$ cat src/rtl/frame_pkg.sv
// Shared types and constants for the frame aligner: FSM state encoding,
// the default sync pattern and the frame-length helper.
package frame_pkg;

  typedef enum logic [1:0] {
    HUNT   = 2'd0,
    VERIFY = 2'd1,
    LOCKED = 2'd2
  } state_t;

  localparam logic [7:0] DEFAULT_SYNC_WORD = 8'hA5;

  // One sync word plus the payload words.
  function automatic int frame_len(input int num_words);
    return num_words + 1;
  endfunction

endpackage

$ cat src/rtl/frame_aligner.sv
// Frame aligner: hunts for SYNC_WORD, confirms alignment over LOCK_COUNT frames,
// forwards payload words with start-of-frame marking, and flywheels over bad syncs.
module frame_aligner
  import frame_pkg::*;
#(
  parameter int               WIDTH        = 8,
  parameter int               NUM_WORDS    = 4,
  parameter logic [WIDTH-1:0] SYNC_WORD    = WIDTH'(DEFAULT_SYNC_WORD),
  parameter int               LOCK_COUNT   = 2,
  parameter int               UNLOCK_COUNT = 2
) (
  input  logic             clk,
  input  logic             i_reset_n,
  input  logic [WIDTH-1:0] i_data,
  input  logic             i_dv,
  output logic [WIDTH-1:0] o_data,
  output logic             o_dv,
  output logic             o_sof,
  output logic             o_locked,
  output logic             o_sync_err
);

  localparam int PHASE_W = $clog2(frame_len(NUM_WORDS));
  localparam int GOOD_W  = $clog2(LOCK_COUNT + 1);
  localparam int MISS_W  = $clog2(UNLOCK_COUNT + 1);

  localparam logic [PHASE_W-1:0] LAST_PHASE  = PHASE_W'(NUM_WORDS);
  localparam logic [PHASE_W-1:0] FIRST_PAYLD = PHASE_W'(1);
  localparam logic [GOOD_W-1:0]  GOOD_LIMIT  = GOOD_W'(LOCK_COUNT);
  localparam logic [MISS_W-1:0]  MISS_LIMIT  = MISS_W'(UNLOCK_COUNT);

  state_t             state, state_n;
  logic [PHASE_W-1:0] phase, phase_n, phase_adv;
  logic [GOOD_W-1:0]  good_cnt, good_n, good_inc;
  logic [MISS_W-1:0]  miss_cnt, miss_n, miss_inc;
  logic [WIDTH-1:0]   data_n;
  logic               dv_n, sof_n, err_n;
  logic               is_sync;

  assign is_sync   = (i_data == SYNC_WORD);
  assign phase_adv = (phase == LAST_PHASE) ? '0 : phase + PHASE_W'(1);
  assign good_inc  = good_cnt + GOOD_W'(1);
  assign miss_inc  = miss_cnt + MISS_W'(1);

  always_comb begin
    // NOTE: every variable gets a default first so no path leaves one
    // unassigned, which would otherwise infer a latch.
    state_n = state;
    phase_n = phase;
    good_n  = good_cnt;
    miss_n  = miss_cnt;
    data_n  = o_data;
    dv_n    = 1'b0;
    sof_n   = 1'b0;
    err_n   = 1'b0;

    if (i_dv) begin
      unique case (state)
        HUNT: begin
          if (is_sync) begin
            state_n = VERIFY;
            phase_n = FIRST_PAYLD;
            good_n  = GOOD_W'(1);
          end
        end

        VERIFY: begin
          if (phase != '0) begin
            phase_n = phase_adv;
          end else if (is_sync) begin
            phase_n = FIRST_PAYLD;
            if (good_inc == GOOD_LIMIT) begin
              state_n = LOCKED;
              good_n  = '0;
              miss_n  = '0;
            end else begin
              good_n = good_inc;
            end
          end else begin
            // The failing word is dropped, not re-examined as a new sync.
            state_n = HUNT;
            phase_n = '0;
            good_n  = '0;
          end
        end

        LOCKED: begin
          if (phase != '0) begin
            data_n  = i_data;
            dv_n    = 1'b1;
            sof_n   = (phase == FIRST_PAYLD);
            phase_n = phase_adv;
          end else if (is_sync) begin
            miss_n  = '0;
            phase_n = FIRST_PAYLD;
          end else begin
            err_n = 1'b1;
            if (miss_inc == MISS_LIMIT) begin
              state_n = HUNT;
              phase_n = '0;
              miss_n  = '0;
            end else begin
              // Flywheel: the bad word still occupies the sync slot.
              miss_n  = miss_inc;
              phase_n = FIRST_PAYLD;
            end
          end
        end

        default: begin
          state_n = HUNT;
          phase_n = '0;
          good_n  = '0;
          miss_n  = '0;
        end
      endcase
    end
  end

  always_ff @(posedge clk or negedge i_reset_n) begin
    if (!i_reset_n) begin
      state      <= HUNT;
      phase      <= '0;
      good_cnt   <= '0;
      miss_cnt   <= '0;
      o_data     <= '0;
      o_dv       <= 1'b0;
      o_sof      <= 1'b0;
      o_locked   <= 1'b0;
      o_sync_err <= 1'b0;
    end else begin
      // NOTE: non-blocking assignments so every register samples the
      // pre-edge values regardless of statement order.
      state      <= state_n;
      phase      <= phase_n;
      good_cnt   <= good_n;
      miss_cnt   <= miss_n;
      o_data     <= data_n;
      o_dv       <= dv_n;
      o_sof      <= sof_n;
      o_locked   <= (state_n == LOCKED);
      o_sync_err <= err_n;
    end
  end

endmodule

$ cat config.mk
export PLATFORM = sky130hd
export DESIGN_NAME = frame_aligner
export DESIGN_NICKNAME = d
export VERILOG_FILES = /design/src/rtl/frame_pkg.sv /design/src/rtl/frame_aligner.sv
export SDC_FILE = /design/constraint.sdc
export NUM_CORES = 1
export LEC_CHECK = 0
export CAP_MARGIN = 0
export CORE_ASPECT_RATIO = 1.4
export CORE_MARGIN = 5
export CORE_UTILIZATION = 33
export CTS_CLUSTER_DIAMETER = 30
export DETAILED_ROUTE_END_ITERATION = 7
export DONT_BUFFER_PORTS = 1
export GPL_ROUTABILITY_DRIVEN = 0
export HOLD_SLACK_MARGIN = 0.06
export SLEW_MARGIN = 5
export SYNTH_ARGS = -nofsm -noshare
export SYNTH_HDL_FRONTEND = slang
export SYNTH_SLANG_ARGS = --single-unit
export TNS_END_PERCENT = 30
$ cat constraint.sdc
create_clock -name clk -period 1.7 [get_ports clk]
set_input_delay 0.34 -clock clk [delete_from_list [all_inputs] [get_ports clk]]
set_output_delay 0.34 -clock clk [all_outputs]
set_load 0.01 [all_outputs]
==> out/qor.rpt <==
=================================================================================================================
Endpoint of the worst-slack reg-to-reg timing path                                                      o_data[6]
Worst-path fanout max                                                                                          10
Worst hold path endpoint                                                                                 state[0]
Cell chosen for the clock root                                                                           clkbuf_8
P_leak                                                                                                   0.546 nW
Cells on Worst Hold Path                                                                                        1
Dominant cell area share                                                                                    47.7%
Cell area after technology mapping                                                                       1100 µm²
GRT overflow                                                                                                    0
Number of buffer cells added on primary ports                                                                   0
Setup Skew                                                                                                7.74 ps
Reg-to-reg slack, setup                                                                                    150 ps
Die X-Extent                                                                                              58.8 µm
Share of the yosys chip area belonging to registers                                                         47.7%
Share of cell area taken by muxes after synthesis                                                           9.99%
Share of post-route cells with drive strength above 1                                                       24.1%
Worst-case hold slack                                                                                      192 ps
1st-iter DRT viols                                                                                             46
Tool warnings                                                                                                  28
Post-placement setup slack                                                                                96.6 ps
Measured slew at the worst slew-check pin                                                                  941 ps
CTS tree                                                                                                     done
Final setup vio count                                                                                           0
Required time of the critical path                                                                        1840 ps
Top Ports                                                                                                      23
Number of global-route vias before repair                                                                     829
DR pass1 iterations                                                                                             4
Maximum clock rate                                                                                      0.644 GHz
Standard cell area after detailed placement                                                              1160 µm²
Starting density of the core                                                                                34.6%
Net total in the final layout                                                                                 123
Worst setup EP type                                                                                     flip-flop
Clock-pin transition on the worst setup and hold timing paths                                               80 ps
Mean number of vias per cell                                                                                 5.48
Largest voltage drop on the vdd net                                                                      0.682 mV
Antenna violations before repair                                                                                0
Final setup slack of the worst path                                                                        148 ps
Final antenna-violating net count                                                                               0
DRC viols                                                                                                       0
Start point of the worst min-delay path                                                                      i_dv
Most area-hungry cell type in the Yosys netlist                                                           dfrtp_1
HPWL reported at the end of detailed placement                                                            1790 µm
Net Count, Synth                                                                                              115
Path depth of the worst reg2reg path                                                                            5
Synth warn                                                                                                      0
Final hold vios                                                                                                 0
Finished Cell Area                                                                                       1220 µm²
Post-layout period usage                                                                                    91.3%
Longest Clk Path Bufs                                                                                           2
Clock insertion delay at the later pin of the skew report                                                  260 ps
Min Clock Period, post-route                                                                              1550 ps
Vert. Die Dim                                                                                             78.4 µm
Synth Area per Inst                                                                                      10.9 µm²
Arrival time of the worst setup path                                                                      1700 ps
Cell types with the largest area share after synthesis                                               dfrtp_1 48%, mux2_2 8.2%, nand2_1 4.1%
Arithmetic-cell share of the synthesized area counting full adders, half adders and majority gates          3.41%
Status                                                                                               finished clean
Number of post-CTS setup repair buffers                                                                         0
YS chip area                                                                                             1100 µm²
Final Max-Slew Violation Tally                                                                                  0
And-or/or-and share of the synthesized area                                                                 14.4%
Maximum number of pins on one net before global-route repair                                                   22
Clock sink count                                                                                               21
Unrepaired setup endpoints after global routing                                                                no
Simple share                                                                                                18.7%
Max transition margin                                                                                       37.0%
# Cells Yosys                                                                                                 101
CP Class                                                                                             flip-flop to flip-flop
Wire length of the first global-routing pass                                                              3950 µm
Xor/xnor share of the synthesized area                                                                         0%
CTS H-tree lvls                                                                                                 1
Max-cap viol count                                                                                              0
Power Dens Cells                                                                                      1600 nW/µm²
Die Outline Area                                                                                         4610 µm²
Gate count of the mapped netlist                                                                              101
Startpoint class of the critical path                                                                   flip-flop
Min-Delay Path Class                                                                                 input port to flip-flop
CTS Buf Count                                                                                                   3
Count of unique library cells instantiated by Yosys                                                            37
Main logic family after synthesis                                                                    simple AND/OR/NAND/NOR gates
Number of standard-cell rows in the floorplan                                                                  24
Total Negative Setup Slacks                                                                                  0 ps
Worst flop-to-flop path startpoint                                                                       phase[0]
Count of state elements after synthesis                                                                        21
Diodes inserted                                                                                                 0
=================================================================================================================
-- worst max-delay path, cell delays in order (launching register included) --
cell and delay [ps]:
dfrtp_1 360, inv_1 70, ha_1 210, nand2b_1 150
and3_4 290, mux2_2 350
-- cells by family (layout without fill, tap and decap cells) --
family          after synthesis  after routing
buf+inv                       9             16
mux                          10             10
fa+ha+maj                     3              3
compound gates               22             22
simple gates                 36             36
flops                        21             21
-- Yosys cell counts --
library cell and number:
dfrtp_1 21, nand2_1 12, mux2_2 8, o21ai_0 6, nor2_1 5, buf_6 3
ha_1 3, inv_1 3, nand2b_1 3, a21oi_1 2, a32oi_1 2, mux2i_1 2
nand4bb_1 2, nor2b_1 2, nor3_1 2, nor3b_1 2, nor4_1 2, o311ai_0 2
a211oi_1 1, a21o_1 1, a21o_2 1, a221o_1 1, and3_1 1, and3_2 1
and3b_2 1, and4bb_2 1, buf_4 1, clkbuf_1 1, clkbuf_4 1, nor2b_2 1
o211a_1 1, o21a_1 1, o221ai_1 1, o22ai_1 1, o2bb2ai_1 1, o31a_1 1
or2_2 1
-- routing by layer --
metal / GRT usage [%] / part of all wire (%) / vias to the layer above
li1: - / - / 376
met2: 18.8 / 50 / 27
met3: 2.13 / 7.3 / 5
met4: 6.80 / 2.6 / 0
met1: 13.2 / 40 / 397
met5: 0 / 0 / -
-- how the worst max path moves through the flow --
stage	cells past startpoint	startpoint	endpoint	slack, ps
floorplan	6	phase[0]	miss_cnt[0]	150
global placement	5	phase[0]	o_data[4]	150
detailed placement	7	phase[1]	o_locked	100
CTS	7	phase[1]	o_locked	80
global route	7	phase[1]	o_locked	40
finish	5	phase[0]	o_data[6]	150
-- power by group --
part           switching [mW]  total (mW)  internal [mW]  leakage, nW
clock                   0.167       0.334          0.167       0.0228
combinational           0.385       0.779          0.394        0.252
sequential              0.180       0.845          0.665        0.271
total                   0.732        1.96           1.23        0.546
-- final cells by class --
type,count,area [µm²]
well taps,39,48.8
clock buffers,4,45.0
inverters,3,11.3
flip-flops and latches,21,526
multi-input cells,71,522
fillers,314,1960
repair buffers,9,70.1
-- through the flow --
step / util, % / instances / power [mW]
floorplan: - / 101 / 1.39
global placement: 36.4 / 142 / 1.59
detailed placement: 36.4 / 142 / 1.62
CTS: 38.1 / 147 / 1.97
global route: 38.4 / 147 / 2.10
finish: 38.4 / 147 / 1.96
-- flip-flops by register name (all words and copies together) (netlist names) --
name        cells
o_dv            1
good_cnt        2
state           2
o_data          8
o_sync_err      1
miss_cnt        2
o_sof           1
phase           3
o_locked        1
-- what timing repair did --
action / 4_1_cts / 5_1_grt
resized: 0 / 2
endpoints found under the hold margin: 21 / 0
setup endpoints to repair: 0 / 8
hold buffers: 1 / 0
-- layout by cell type (no fill, tap or decap), types with 2 or more instances in the layout --
cell       synthesis  final
a21oi_1            2      2
a32oi_1            2      2
buf_4              1      8
clkbuf_8           0      3
dfrtp_1           21     21
ha_1               3      3
inv_1              3      3
mux2_2             8      8
mux2i_1            2      2
nand2_1           12     12
nand2b_1           3      3
nand4bb_1          2      2
nor2_1             5      5
nor2b_1            2      2
nor3_1             2      2
nor4_1             2      2
o21ai_0            6      6
o311ai_0           2      2
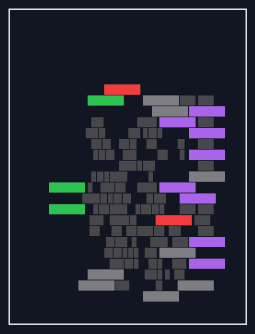
**Above:** where the registers sit.
Drawn at 4 px/µm. Other sequential cells in the stronger gray, the rest of the logic in the fainter gray.
Key: green = phase [flops 3]; red = good_cnt [flops 2]; purple = o_data [flops 8, where middle right]
Another 8 sequential cells are not colored.
sequential standard cell area: 526 µm²
power dissipated in sequential cells: 0.845 mW
register fraction of the total cell area: 43.0%
share of the core filled with cells in the final layout: 38.4%

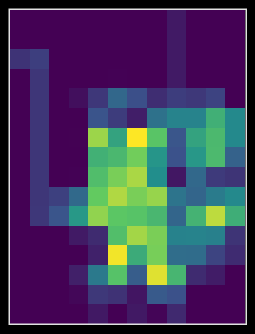
**Above:** wire density map.
Drawn at 4 px/µm. 12 x 16 tiles, from dark purple (low) to yellow (high), scaled to the fullest tile. Values are wire area over tile area, all layers added.
The mean over all tiles is 0.083. 19% of the tiles are over half the peak. The fullest tile reaches 0.37.
routed length per placed instance: 16.0 µm
number of vias after detailed routing: 805
Global Route Usage Sum: 11.3%
aggregate routed wire length: 2360 µm

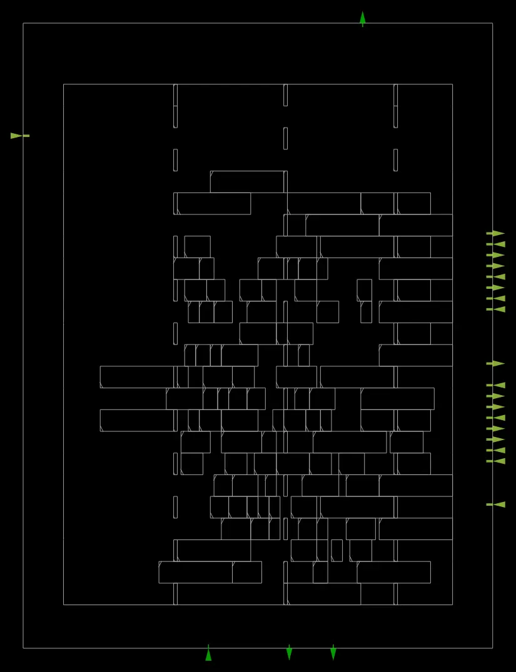
**Above:** placed standard cells.
placeable core region: 3180 µm²
number of tapcells: 39
flop count: 21

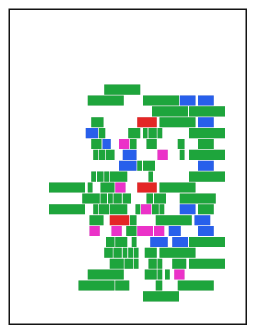
**Above:** sizing map.
Drawn at 4 px/µm.
Key: magenta = drive 3 to 4 [cells 9, share 8.3%, most used buf_4]; green = drive 1 or less [cells 82, share 76%, most used dfrtp_1]; blue = drive 2 [cells 14, share 13%, most used mux2_2]; red = drive 6 and up [cells 3, share 2.8%, most used clkbuf_8]
layout overhead on the synthesized area: 10.9%
buffer count excluding the clock tree in the final layout: 9

Power and IR drop assume default switching activity.
